**config.mk**
```make
export PLATFORM = sky130hd
export DESIGN_NAME = tx_eth_arb
export DESIGN_NICKNAME = d
export VERILOG_FILES = /design/src/rtl/tx_eth_arb.sv
export SDC_FILE = /design/constraint.sdc
export NUM_CORES = 1
export LEC_CHECK = 0
export CAP_MARGIN = 20
export CORE_UTILIZATION = 37
export CTS_BUF_LIST = sky130_fd_sc_hd__clkbuf_8
export DETAILED_ROUTE_END_ITERATION = 8
export GPL_TIMING_DRIVEN = 1
export PLACE_DENSITY = 0.79
export SETUP_SLACK_MARGIN = 0.4
export SYNTH_ARGS = -nofsm -noshare
export SYNTH_HDL_FRONTEND = slang
export SYNTH_SLANG_ARGS = --single-unit
```
**constraint.sdc**
```tcl
create_clock -name s_axis_aclk -period 4 [get_ports s_axis_aclk]
set_input_delay 0.6 -clock s_axis_aclk [delete_from_list [all_inputs] [get_ports s_axis_aclk]]
set_output_delay 0.6 -clock s_axis_aclk [all_outputs]
set_load 0.01 [all_outputs]
```
**src/rtl/tx_eth_arb.sv**
```systemverilog
// Two-source frame arbiter/sequencer ahead of the Ethernet TX framer: grants one source per frame,
// emits a one-cycle SOF strobe, passes payload to tlast, then holds off. Build macro: TX_ARB_STRICT_PRIO_EN.
module tx_eth_arb #(
    parameter int IFG_CYCLES = 20
) (
    input  logic        s_axis_aclk,
    input  logic        Reset,
    input  logic [47:0] src_mac,
    input  logic [47:0] s0_dst_mac,
    input  logic [15:0] s0_eth_type,
    input  logic [7:0]  s0_axis_tdata,
    input  logic        s0_axis_tvalid,
    input  logic        s0_axis_tlast,
    output logic        s0_axis_tready,
    input  logic [47:0] s1_dst_mac,
    input  logic [15:0] s1_eth_type,
    input  logic [7:0]  s1_axis_tdata,
    input  logic        s1_axis_tvalid,
    input  logic        s1_axis_tlast,
    output logic        s1_axis_tready,
    output logic [47:0] dst_mac,
    output logic [47:0] src_mac_o,
    output logic [15:0] eth_type,
    output logic [7:0]  m_axis_tdata,
    output logic        m_axis_tvalid,
    output logic        m_axis_tlast,
    output logic        m_axis_tuser,
    input  logic        m_axis_tready,
    output logic [1:0]  grant,
    output logic        busy,
    output logic [15:0] frame_cnt
);

    typedef enum logic [1:0] {ST_IDLE, ST_START, ST_XFER, ST_GAP} state_t;

    state_t      r_state;
    logic [1:0]  r_grant;
    logic [7:0]  r_gap_cnt;
    logic [15:0] r_frame_cnt;
    logic [47:0] r_dst_mac;
    logic [47:0] r_src_mac;
    logic [15:0] r_eth_type;
    logic        r_tuser;
`ifndef TX_ARB_STRICT_PRIO_EN
    logic        r_last_s1;
`endif

    logic       w_xfer;
    logic       w_end;
    logic       w_pick1;
    logic [7:0] w_gap_load;

    assign w_gap_load = 8'(IFG_CYCLES - 1);
    assign w_xfer     = (r_state == ST_XFER);

    // Payload path is a pure mux so the framer sees source beats with no added latency.
    assign m_axis_tdata   = w_xfer ? (r_grant[1] ? s1_axis_tdata : s0_axis_tdata) : 8'h00;
    assign m_axis_tvalid  = w_xfer & (r_grant[1] ? s1_axis_tvalid : s0_axis_tvalid);
    assign m_axis_tlast   = w_xfer & (r_grant[1] ? s1_axis_tlast : s0_axis_tlast);
    assign s0_axis_tready = w_xfer & r_grant[0] & m_axis_tready;
    assign s1_axis_tready = w_xfer & r_grant[1] & m_axis_tready;
    assign w_end          = m_axis_tvalid & m_axis_tready & m_axis_tlast;

    assign m_axis_tuser = r_tuser;
    assign grant        = r_grant;
    assign busy         = (r_state != ST_IDLE);
    assign frame_cnt    = r_frame_cnt;
    assign dst_mac      = r_dst_mac;
    assign src_mac_o    = r_src_mac;
    assign eth_type     = r_eth_type;

    always_comb begin
        w_pick1 = 1'b0;
        if (s0_axis_tvalid && s1_axis_tvalid) begin
`ifdef TX_ARB_STRICT_PRIO_EN
            w_pick1 = 1'b0;
`else
            w_pick1 = !r_last_s1;
`endif
        end else begin
            w_pick1 = s1_axis_tvalid;
        end
    end

    always_ff @(posedge s_axis_aclk or posedge Reset) begin
        if (Reset) begin
            r_state     <= ST_IDLE;
            r_grant     <= 2'b00;
            r_gap_cnt   <= 8'h00;
            r_frame_cnt <= 16'h0000;
            r_dst_mac   <= 48'h0;
            r_src_mac   <= 48'h0;
            r_eth_type  <= 16'h0;
            r_tuser     <= 1'b0;
`ifndef TX_ARB_STRICT_PRIO_EN
            r_last_s1   <= 1'b1;
`endif
        end else begin
            r_tuser <= 1'b0;
            case (r_state)
                ST_IDLE: begin
                    if (s0_axis_tvalid || s1_axis_tvalid) begin
                        r_state    <= ST_START;
                        r_tuser    <= 1'b1;
                        r_grant    <= w_pick1 ? 2'b10 : 2'b01;
                        r_dst_mac  <= w_pick1 ? s1_dst_mac : s0_dst_mac;
                        r_eth_type <= w_pick1 ? s1_eth_type : s0_eth_type;
                        r_src_mac  <= src_mac;
                    end
                end
                ST_START: r_state <= ST_XFER;
                ST_XFER: begin
                    if (w_end) begin
                        r_state     <= ST_GAP;
                        r_gap_cnt   <= w_gap_load;
                        r_frame_cnt <= r_frame_cnt + 16'd1;
`ifndef TX_ARB_STRICT_PRIO_EN
                        r_last_s1   <= r_grant[1];
`endif
                    end
                end
                ST_GAP: begin
                    if (r_gap_cnt == 8'h00) begin
                        r_state <= ST_IDLE;
                        r_grant <= 2'b00;
                    end else begin
                        r_gap_cnt <= r_gap_cnt - 8'd1;
                    end
                end
                default: r_state <= ST_IDLE;
            endcase
        end
    end

endmodule

```
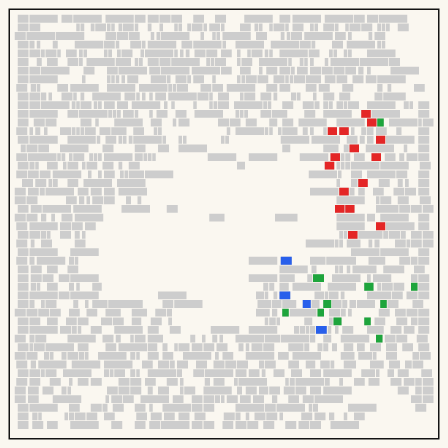
**Above:** run 1 (gate-type map).
xor and xnor cells -> red  # cells 15
non-inverting ao/oa cells -> blue  # cells 4
and/or cells -> green  # cells 11

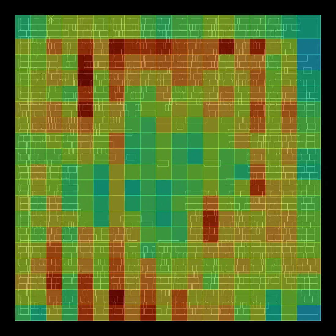
**Above:** run 1 (congestion heat map).
met1 Track Usage GR: 0.2356
Avg WL per Cell: 15.71 µm
gr usage total: 0.2132
met3 GRT Util: 0.07020

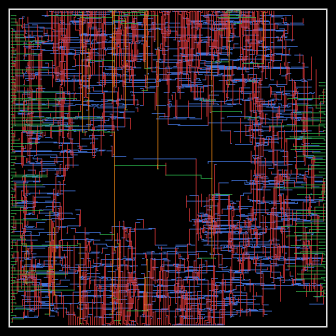
**Above:** run 1 (routed metal, one colour a layer).
metal 1 -> blue  # wire length 7410 µm
metal 3 -> green  # wire length 1520 µm
metal 2 -> red  # wire length 9550 µm
metal 4 -> orange  # wire length 720 µm

==> flow_metrics.tcl, run 1 <==
# implementation run metrics
set metrics [dict create \
    pre_cts_slack_ns 1.228 \
    io_pins 343 \
    setup_tns_ns 0 \
    ys_cells 655 \
    worstSetupEndpointType "primary output" \
    timing.fmax_mhz 336.8 \
    fin_area_um2 10500 \
    edf_count 0 \
    dpl-instance-area_um2 10140 \
    warnings 32 \
    required_ns 3.40 \
    p_leak_nw 4.715 \
    die_h_um 134.7 \
    antenna_cells 0 \
    post_cts_resized 0 \
    drc 1 \
    yosys_warnings 0 \
    drt-initial-drc-count 277 \
    drive_gt1_frac 0.04714 \
    outcome "finished with violations" \
    ir_worst_vdd_mv 0.5821 \
    synthArstFlopShare 1.000 \
    portBuffers 342 \
    cts.path.max_buffers 2 \
    firstDrtPassIters 8 \
    finalPower_w 0.006716 \
    ys.flop_type "dfrtp_1" \
    violations "design-rule violations" \
    fin_crit_sh 0.7423 \
    final-setup-viol-count 0 \
    crit_fanout 17 \
    hold_viol 0 \
    clockRootBuffer "clkbuf_8" \
    whs_ns 0.4442 \
    ant_nets 0 \
    clkLatencyLatePin_ns 0.44 \
    path_class "flip-flop to primary output" \
    max_slew_margin 0.4379 \
    overflow 0 \
    syn-num-nets 861 \
    row_count 48 \
    cts_made_buffers 17 \
    postCtsHoldBufs 0 \
    ys_chip_area_um2 6512 \
    stdcell_count 1222 \
    worstPathArrival_ns 2.37 \
    n_fill_cell 1485 \
    ys_types 50 \
    chip_area_um2 18140 \
]
==> run 1: power breakdown <==
| part | total, W | internal (W) | switching [W] |
|---|---|---|---|
| combinational | 0.00323 | 0.00169 | 0.00154 |
| sequential | 0.00243 | 0.00205 | 0.000379 |
| clock | 0.00105 | 0.000488 | 0.000567 |
==> run 1: kinds of logic (layout without fill, tap and decap cells) <==
| family | after synthesis | count (layout) | share of synthesized area |
|---|---|---|---|
| buffers and inverters | 48 | 390 | 0.03362 |
| AOI/OAI and AO/OA | 93 | 93 | 0.08204 |
| DFF | 142 | 142 | 0.5458 |
| muxes | 77 | 77 | 0.1201 |
| and+or+nand+nor | 273 | 273 | 0.1848 |
| xor gates and xnor gates | 15 | 15 | 0.02017 |
| adders and majority gates | 7 | 7 | 0.01345 |
==> run 1: registers in the layout (all words and copies together) (netlist names) <==
signal	cells
dst_mac	48
m_axis_tuser	1
eth_type	16
frame_cnt	16
r_gap_cnt	8
r_last_s1	1
grant	2
src_mac_o	48
r_state	2
==> run 1: Yosys cell counts, drive strengths merged, types with 2 or more instances <==
master     n
nand3      9
nand2    224
or4        2
clkbuf    17
a21oi      4
nor2b     10
nand4      6
mux2       3
nor3       3
o2bb2ai    2
ha         7
dfrtp    141
xnor2     14
a21boi     2
and2       3
and3       3
nor2       5
nor4       3
o21ai     72
a22oi      2
mux2i     74
inv       11
buf       20
==> run 1: final cells by class <==
| type | count | area [µm²] | area share |
|---|---|---|---|
| Inverter | 11 | 45.04 | 0.004290 |
| Sequential cell | 142 | 3555 | 0.3385 |
| Timing Repair Buffer | 347 | 3498 | 0.3332 |
| Multi-Input combinational cell | 465 | 2761 | 0.2630 |
| Clock inverter | 15 | 125.1 | 0.01192 |
| Tap cell | 225 | 281.5 | 0.02681 |
| Clock buffer | 17 | 234.0 | 0.02228 |
==> run 1: per-layer routing <==
layer	vias to the layer above	wire [µm]	GRT usage	share of wire
li1	2840	-	-	-
met1	2684	7409	0.2356	0.39
met2	241	9549	0.3645	0.50
met3	49	1521	0.07020	0.079
met4	0	720	0.1111	0.038
met5	-	0	0	0
==> run 1: path summary, 6_finish.rpt <==
kind	from	endpoint	cells after the start
max	grant[1]$_DFFE_PP0P_	m_axis_tlast	3
min	Reset	eth_type[12]$_DFFE_PP0P_	2
max reg2reg	grant[1]$_DFFE_PP0P_	r_gap_cnt[3]$_DFFE_PP0P_	4
min reg2reg	src_mac_o[38]$_DFFE_PP0P_	src_mac_o[38]$_DFFE_PP0P_	2
max in group asynchronous	Reset	dst_mac[36]$_DFFE_PP0P_	3
min in group s_axis_aclk	src_mac_o[38]$_DFFE_PP0P_	src_mac_o[38]$_DFFE_PP0P_	2
==> run 1: cells in the final DEF, fill, tap and decap left out, drive strengths merged, types with 5 or more instances in the layout <==
master and instances:
clkdlybuf4s50 342, o21ai 72, clkinv 6, buf 5
xnor2 14, mux2i 74, nand2 224, nor2b 10
dfrtp 141, nor2 5, clkbuf 17, ha 7
nand4 6, inv 15, nand3 9
==> run 1: worst max-delay path: stages (launching register included) <==
cell	delay, ns
dfrtp_1	0.90
mux2_4	0.39
and2_1	0.16
clkdlybuf4s50_1	0.48
==> run 2: changes to the inputs <==
--- a/config.mk
+++ b/config.mk
@@ -6,11 +6,12 @@
 export NUM_CORES = 1
 export LEC_CHECK = 0
 export CAP_MARGIN = 20
-export CORE_UTILIZATION = 37
+export CORE_AREA = 2 2 133 135
 export CTS_BUF_LIST = sky130_fd_sc_hd__clkbuf_8
 export DETAILED_ROUTE_END_ITERATION = 8
+export DIE_AREA = 0 0 135 137
 export GPL_TIMING_DRIVEN = 1
-export PLACE_DENSITY = 0.79
+export PLACE_DENSITY = 0.78
 export SETUP_SLACK_MARGIN = 0.4
 export SYNTH_ARGS = -nofsm -noshare
 export SYNTH_HDL_FRONTEND = slang
==> constraint.sdc (replaced) <==
create_clock -name s_axis_aclk -period 2.98 [get_ports s_axis_aclk]
set_input_delay 0.447 -clock s_axis_aclk [delete_from_list [all_inputs] [get_ports s_axis_aclk]]
set_output_delay 0.447 -clock s_axis_aclk [all_outputs]
set_load 0.01 [all_outputs]
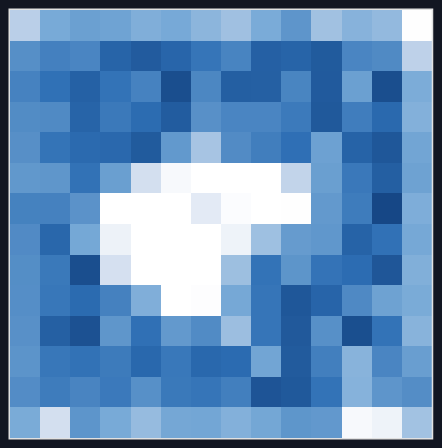
**Above:** run 2 (cell area per tile).
14 x 14 tiles, from white (low) to dark blue (high), 0 to 100% covered.
nearly empty tiles = 9.2%
mean over tiles = 56%
emptiest ninth of the die = centre
tiles over 75% full = 21%
fullest tile = 91%
core area: 17060 µm²
final core occ: 0.6234
FP Util: 0.3818

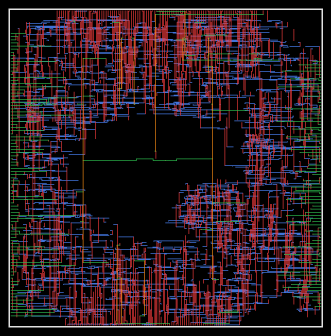
**Above:** run 2 (routed metal, one colour a layer).
metal 2 -> red  # wire length 9740 µm
metal 4 -> orange  # wire length 447 µm
metal 3 -> green  # wire length 1680 µm
metal 1 -> blue  # wire length 7340 µm

==> run 2 against run 1 <==
  * The run now ends clean
  * Final cell count increased by 0.25%
  * Total power is 40% higher
  * Worst setup slack worse by 0.54 ns
  * Sequential power is 34% higher
  * Global-route usage shrank 0.60 points
  * Via count is essentially flat
  * First-iteration DRC count fell by 30%
  * Design area increased by 1.3%
  * Clock power increased by 69%
  * Critical path depth grew 1
  * Critical endpoint is now s0_axis_tready
  * Highest routed layer unchanged
==> flow_metrics.tcl, run 2 <==
# implementation run metrics
set metrics [dict create \
    ys_cells 655 \
    final_cell_mix "clkdlybuf4s50_1 (342), nand2_1 (224), dfrtp_1 (140), mux2i_1 (74), o21ai_0 (70)" \
    drt-initial-drc-count 195 \
    yosys_warnings 0 \
    synthArstFlopShare 1.000 \
    hold_viol 0 \
    cpMaxStageDelayCell "clkdlybuf4s50_1" \
    crit_path_end "s0_axis_tready" \
    max_stage_delay_ns 0.55 \
    drive_gt1_frac 0.05400 \
    outcome "finished clean" \
    io_pins 343 \
    crit_start "r_state[0]$_DFFE_PP0P_" \
    timing.fmax_mhz 401.8 \
    ys_chip_area_um2 6512 \
    fin_crit_sh 0.8352 \
    drc 0 \
    path_buffers 2 \
    pre_cts_slack_ns 0.4957 \
    clockRootBuffer "clkbuf_8" \
    internal_power_w 0.006047 \
    portBuffers 342 \
    edf_count 0 \
    setup_tns_ns 0 \
    chip_area_um2 18500 \
    row_count 48 \
    firstDrtPassIters 4 \
    max_slew_margin 0.4990 \
    postCtsHoldBufs 0 \
    ys.flop_type "dfrtp_1" \
    ant_nets 0 \
    ys_types 50 \
]
## run 2: cell counts after synthesis
No cell type changed its count.
## run 2: area by class of cell
| cell class | count | area (µm²) | area share |
|---|---|---|---|
| inverter | 11 | 45.04 | 0.004236 |
| sequential | 142 | 3556 | 0.3344 |
| clock buffer | 17 | 234.0 | 0.02201 |
| timing repair buffer | 350 | 3521 | 0.3311 |
| clock inverter | 15 | 221.5 | 0.02083 |
| tap | 225 | 281.5 | 0.02648 |
| multi-input combinational | 465 | 2774 | 0.2609 |
## run 2: worst reg2reg max path, cell delays in order (launching register included)
cell and delay [ns]:
dfrtp_1 0.44, ha_1 0.37, nor2b_1 0.21, a41oi_2 0.46, nor2_1 0.13, a221o_1 0.31
## run 2: repair_timing
item	in CTS	in global routing
endpoints found under the setup margin	12	8
pin swaps	0	1
gates resized	3	0
## run 2: worst min path at each step
stage,start,depth (start not counted),slack [ns],end
3_3_place_gp,src_mac_o[8]$_DFFE_PP0P_,2,0.46,src_mac_o[8]$_DFFE_PP0P_
5_1_grt,src_mac[47],3,0.48,src_mac_o[47]$_DFFE_PP0P_
2_1_floorplan,r_last_s1$_DFFE_PP1P_,2,0.44,r_last_s1$_DFFE_PP1P_
6_report,src_mac_o[10]$_DFFE_PP0P_,2,0.47,src_mac_o[10]$_DFFE_PP0P_
4_1_cts,src_mac[3],3,0.47,src_mac_o[3]$_DFFE_PP0P_
3_5_place_dp,src_mac_o[1]$_DFFE_PP0P_,2,0.46,src_mac_o[1]$_DFFE_PP0P_
## run 2: metrics by stage
stage                     instance area (µm²)  hold WS [ns]
after floorplan                          6516        0.4391
after global placement                  10160        0.4569
after detailed placement                10160        0.4609
after CTS                               10630        0.4711
after global routing                    10630        0.4829
final                                   10630        0.4746
## run 2: logic make-up (layout without fill, tap and decap cells)
family | after synthesis | after routing | synth area share
buf+inv | 48 | 393 | 0.03362
compound gates | 93 | 93 | 0.08204
flops | 142 | 142 | 0.5458
xor+xnor | 15 | 15 | 0.02017
mux | 77 | 77 | 0.1201
fa+ha+maj | 7 | 7 | 0.01345
simple gates | 273 | 273 | 0.1848
## run 2: power by group through the flow
stage | Clock, W | Sequential (W) | Combinational, W
2_1_floorplan | 0 | 0.00357 | 0.00169
3_3_place_gp | 0 | 0.00324 | 0.00434
3_5_place_dp | 0 | 0.00328 | 0.00443
4_1_cts | 0.00182 | 0.00326 | 0.00447
5_1_grt | 0.00191 | 0.00336 | 0.00481
6_report | 0.00177 | 0.00325 | 0.00440
## run 2: per-layer routing
metal  wire length (µm)  track usage
met1               7336       0.2309
met5                  0            0
met3               1679      0.07407
met2               9737       0.3627
met4                446      0.08160
No activity file was given, so power comes from the tool's default toggle rates.
